### src/rtl/minicpu_spi_fetch.sv
`default_nettype none
// ==========================================================================
// minicpu_spi_fetch : SPI-master opcode fetch with serial PCU operand load.
//   Optional macro MINICPU_SPI_FAST_READ_EN selects FAST_READ plus a dummy byte.
// Revision: 1.0
// ==========================================================================
module minicpu_spi_fetch #(
  parameter logic [7:0] pRdCmd  = 8'h03,
  parameter logic [7:0] pFstCmd = 8'h0B,
  parameter logic [3:0] pNFX    = 4'h2
) (
  input  logic        Clk,
  input  logic        Rst,
  input  logic        Req,
  input  logic [15:0] Addr,
  output logic        Busy,
  output logic        Ack,
  output logic [3:0]  IR,
  output logic [7:0]  DO,
  output logic        Op_En,
  output logic        Op_Inv,
  output logic        PCU_DI,
  output logic        CSn,
  output logic        SCK,
  output logic        MOSI,
  input  logic        MISO
);

  localparam logic [2:0] ST_IDLE = 3'd0;
  localparam logic [2:0] ST_CMD  = 3'd1;
  localparam logic [2:0] ST_ADR  = 3'd2;
  localparam logic [2:0] ST_DMY  = 3'd3;
  localparam logic [2:0] ST_DAT  = 3'd4;
  localparam logic [2:0] ST_END  = 3'd5;

  localparam logic [15:0] CMD_PAIR = {pFstCmd, pRdCmd};
`ifdef MINICPU_SPI_FAST_READ_EN
  localparam logic [7:0] CMD_BYTE = CMD_PAIR[15:8];
`else
  localparam logic [7:0] CMD_BYTE = CMD_PAIR[7:0];
`endif

  logic [2:0]  state;
  logic [2:0]  state_nxt;
  logic [4:0]  bitcnt;
  logic        phase;
  logic [15:0] addr_q;
  logic [7:0]  data_sr;
  logic        shifting;
  logic        bit_last;

  function automatic logic [4:0] reload(input logic [2:0] st);
    case (st)
      ST_ADR:                 reload = 5'd15;
      ST_CMD, ST_DMY, ST_DAT: reload = 5'd7;
      default:                reload = 5'd0;
    endcase
  endfunction

  assign shifting = (state == ST_CMD) || (state == ST_ADR) ||
                    (state == ST_DMY) || (state == ST_DAT);
  assign bit_last = phase && (bitcnt == 5'd0);

  // State register with the bit counter and SCK phase flag
  always_ff @(posedge Clk) begin
    if (Rst) begin
      state  <= ST_IDLE;
      bitcnt <= 5'd0;
      phase  <= 1'b0;
    end else begin
      state <= state_nxt;
      if (state_nxt != state) begin
        bitcnt <= reload(state_nxt);
        phase  <= 1'b0;
      end else if (shifting) begin
        phase <= ~phase;
        if (phase) bitcnt <= bitcnt - 5'd1;
      end
    end
  end

  always_comb begin
    state_nxt = state;
    case (state)
      ST_IDLE: if (Req) state_nxt = ST_CMD;
      ST_CMD:  if (bit_last) state_nxt = ST_ADR;
      ST_ADR: begin
        if (bit_last) begin
`ifdef MINICPU_SPI_FAST_READ_EN
          state_nxt = ST_DMY;
`else
          state_nxt = ST_DAT;
`endif
        end
      end
      ST_DMY:  if (bit_last) state_nxt = ST_DAT;
      ST_DAT:  if (bit_last) state_nxt = ST_END;
      ST_END:  state_nxt = ST_IDLE;
      default: state_nxt = ST_IDLE;
    endcase
  end

  always_comb begin
    CSn    = 1'b1;
    SCK    = 1'b0;
    MOSI   = 1'b0;
    Busy   = (state != ST_IDLE);
    Ack    = 1'b0;
    Op_En  = 1'b0;
    Op_Inv = 1'b0;
    PCU_DI = 1'b0;
    case (state)
      ST_CMD: begin
        CSn  = 1'b0;
        SCK  = phase;
        MOSI = CMD_BYTE[bitcnt[2:0]];
      end
      ST_ADR: begin
        CSn  = 1'b0;
        SCK  = phase;
        MOSI = addr_q[bitcnt[3:0]];
      end
      ST_DMY: begin
        CSn = 1'b0;
        SCK = phase;
      end
      ST_DAT: begin
        CSn = 1'b0;
        SCK = phase;
        // Low nibble is forwarded one bit per SCK-high cycle as it arrives
        Op_En  = phase && (bitcnt <= 5'd3);
        Op_Inv = Op_En && (bitcnt == 5'd0) && (data_sr[7:4] == pNFX);
        PCU_DI = Op_En && data_sr[0];
      end
      ST_END:  Ack = 1'b1;
      default: ;
    endcase
  end

  always_ff @(posedge Clk) begin
    if (Rst) begin
      addr_q  <= 16'h0000;
      data_sr <= 8'h00;
      DO      <= 8'h00;
      IR      <= 4'h0;
    end else begin
      if ((state == ST_IDLE) && Req) addr_q <= Addr;
      // MISO is taken on the edge that raises SCK
      if ((state == ST_DAT) && !phase) data_sr <= {data_sr[6:0], MISO};
      if ((state == ST_DAT) && (state_nxt == ST_END)) begin
        DO <= data_sr;
        IR <= data_sr[7:4];
      end
    end
  end

endmodule
`default_nettype wire
### config.mk
export PLATFORM = sky130hd
export DESIGN_NAME = minicpu_spi_fetch
export DESIGN_NICKNAME = d
export VERILOG_FILES = /design/src/rtl/minicpu_spi_fetch.sv
export SDC_FILE = /design/constraint.sdc
export NUM_CORES = 1
export LEC_CHECK = 0
export CAP_MARGIN = 15
export CORE_AREA = 2 2 71 73
export DETAILED_ROUTE_END_ITERATION = 6
export DIE_AREA = 0 0 73 75
export GPL_TIMING_DRIVEN = 0
export HOLD_SLACK_MARGIN = 0.12
export PLACE_DENSITY = 0.78
export SETUP_SLACK_MARGIN = 0.2
export SLEW_MARGIN = 20
export SYNTH_ARGS = -nofsm -noshare
export SYNTH_HDL_FRONTEND = slang
export SYNTH_SLANG_ARGS = --single-unit
export TNS_END_PERCENT = 100
### constraint.sdc
create_clock -name Clk -period 2.91 [get_ports Clk]
set_clock_uncertainty 0.2 [all_clocks]
set_input_delay 0.873 -clock Clk [delete_from_list [all_inputs] [get_ports Clk]]
set_output_delay 0.873 -clock Clk [all_outputs]
set_load 0.1 [all_outputs]
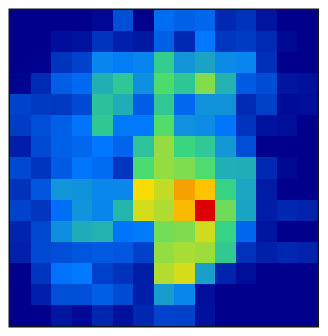
**Above:** wiring heat map.
15 x 15 tiles, from dark blue (low) to red (high), scaled to the fullest tile. Values are wire area over tile area, all layers added.
The emptiest ninth of the die: bottom right. The densest ninth of the die: middle. 11% of the tiles are over half the peak. The fullest tile reaches 0.74. 20% of the tiles are nearly empty.
GRT Total Usage: 20.97%
routed len/inst: 14.69 um
Via Count: 1978
DRT Wirelength: 5246 um

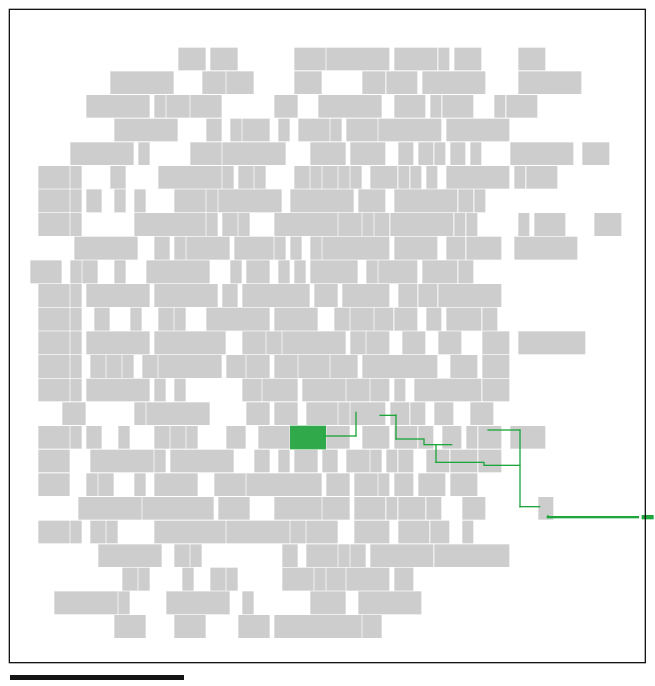
**Above:** nets reached from selected ports.
Bar = 20 um.
Key: green = Busy [bits 1, direction output, edge right, end cells 1, buffers 2, wire 55.5 um]
I/O Pins: 40
IO Port Bufs: 38

==> metrics.yaml <==
synth_area_leader_cell: "dfxtp_1"
fillers: 398
critical_path_required_ps: 1840
powerClk_uw: 399
first_global_vias: 1917
status: "finished, violations left"
tritoncts: "built"
violations: "setup timing"
clock-sinks: 42
fmax_mhz: 333.0
met1_length_um: 2178
grt_max_degree: 14
setup_violations: 2
clk_path_buf_depth: 2
common_cells: "nand2_1, dfxtp_1, a21oi_1, nor2_1"
nets: 325
seq_cell_power_uw: 618
total_power_uw: 1334
postSynthNetCount: 268
synth-edff-count: 0
crit_path_start: "bitcnt[0]"
worst_r2r_startpoint: "bitcnt[0]"
crit_cells: 6
fp_util_pct: 44.40
drt_iter0_markers: 183
crit_fanout: 5
cts.clk_slew.worst_paths_ps: 80
grt_use_met2_pct: 36.04
worst_slack_ps: -92.57
p_seq_share_pct: 46.3
ys_cells: 245
tightest_slew_ps: 973.1
swShare_pct: 30.04
combGateArea_mm2: 0.001165
final_hold_viol_count: 0
dieArea_mm2: 0.005475
slew_headroom_pct: 35.39
wl_met2_um: 2645
synthCells: 245
route.met3.wl_um: 327
drive_above_1_share_pct: 23.43
placed_area_mm2: 0.002574
cpMaxStageDelayCell: "mux4_2"
cts_htree_levels: 2
synth.avg_cell_area_um2: 8.447
leakage_uw: 0.001214
maxSlewViolCount: 0
crit_path_end_kind: "primary output"
warnings: 31
holdWs_ps: 256.3
combPwrFrac_pct: 23.8
yosys.cell_count.top_type: "nand2_1"
timing.hold.worst.start: "addr_q[14]"
viasPerCell: 5.541
ys_seq_share_pct: 40.63
ant_nets: 0
grt-ovfl-total: 0
reg2reg_slack_ps: 790
path_buffers: 2
min_to: "addr_q[14]"
area_growth_pct: 37.42
cp-endpoint: "MOSI"
min_path_cells: 2
clk_latency_ps: 300
drv_cap: 0
cp_top_family: "multiplexers"
rsz0062_at_grt: "yes"
post_cts_buffers: 9
first_pass_iters: 4
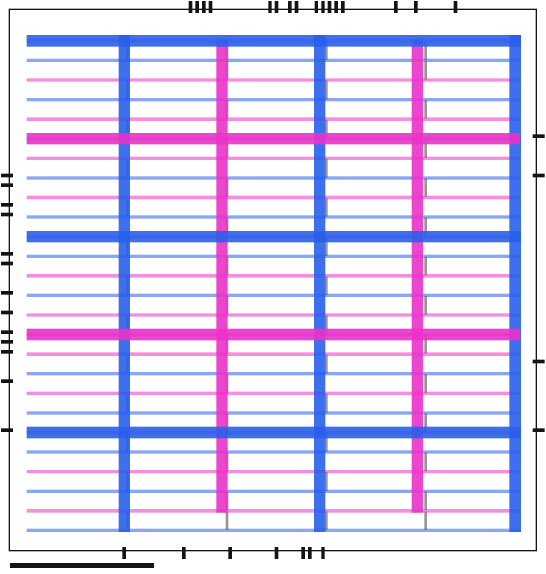
**Above:** PDN straps and rails.
Bar = 20 um. Pins as bars on the die edge. Tap cells in gray.
Key: blue = VSS; magenta = VDD
26 met1 rails follow the rows. The core has 25 rows.
core box area: 0.004661 mm^2
Die X: 73 um
Die Span Y: 75 um
VDD IR-drop max: 0.2888 mV

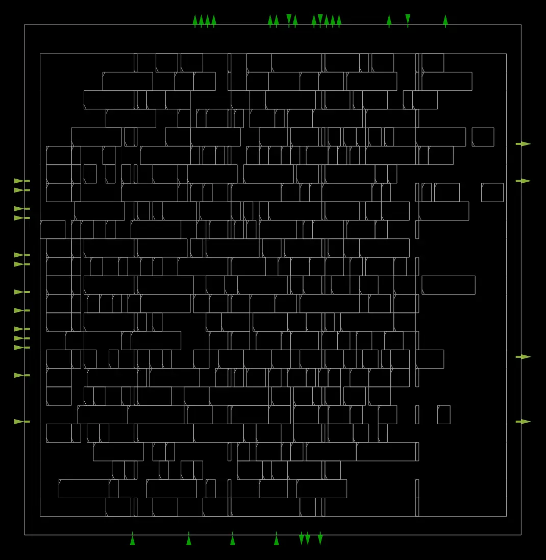
**Above:** placement view.
# Taps: 54
seq_cells: 42
Site Rows: 25
post-route insts no fill: 357

cell type report:
type | count | area share, %
Timing Repair Buffer | 50 | 17.20
Tap cell | 54 | 2.376
Clock buffer | 6 | 2.904
Multi-Input combinational cell | 174 | 40.96
Sequential cell | 42 | 29.96
Buffer | 22 | 5.103
Clock inverter | 2 | 0.4399
Inverter | 7 | 1.056
cell families (layout without fill, tap and decap cells):
family	count (synthesis)	count (layout)	synth area share, %
simple gates	100	100	23.34
compound gates	52	52	15.78
flops	42	42	40.63
buf+inv	29	87	6.892
mux	17	17	10.70
fa+ha+maj	3	3	1.814
xor+xnor	2	2	0.8466
worst register-to-register path: stages, from the launching register on:
cell and delay, ps:
dfxtp_2 330, buf_8 130, buf_4 140, inv_2 60, ha_2 190, nor2b_1 280
o211ai_1 140, a41oi_1 390, a41o_1 200
Power figures rest on the tool's default switching activity, not on a simulated workload.
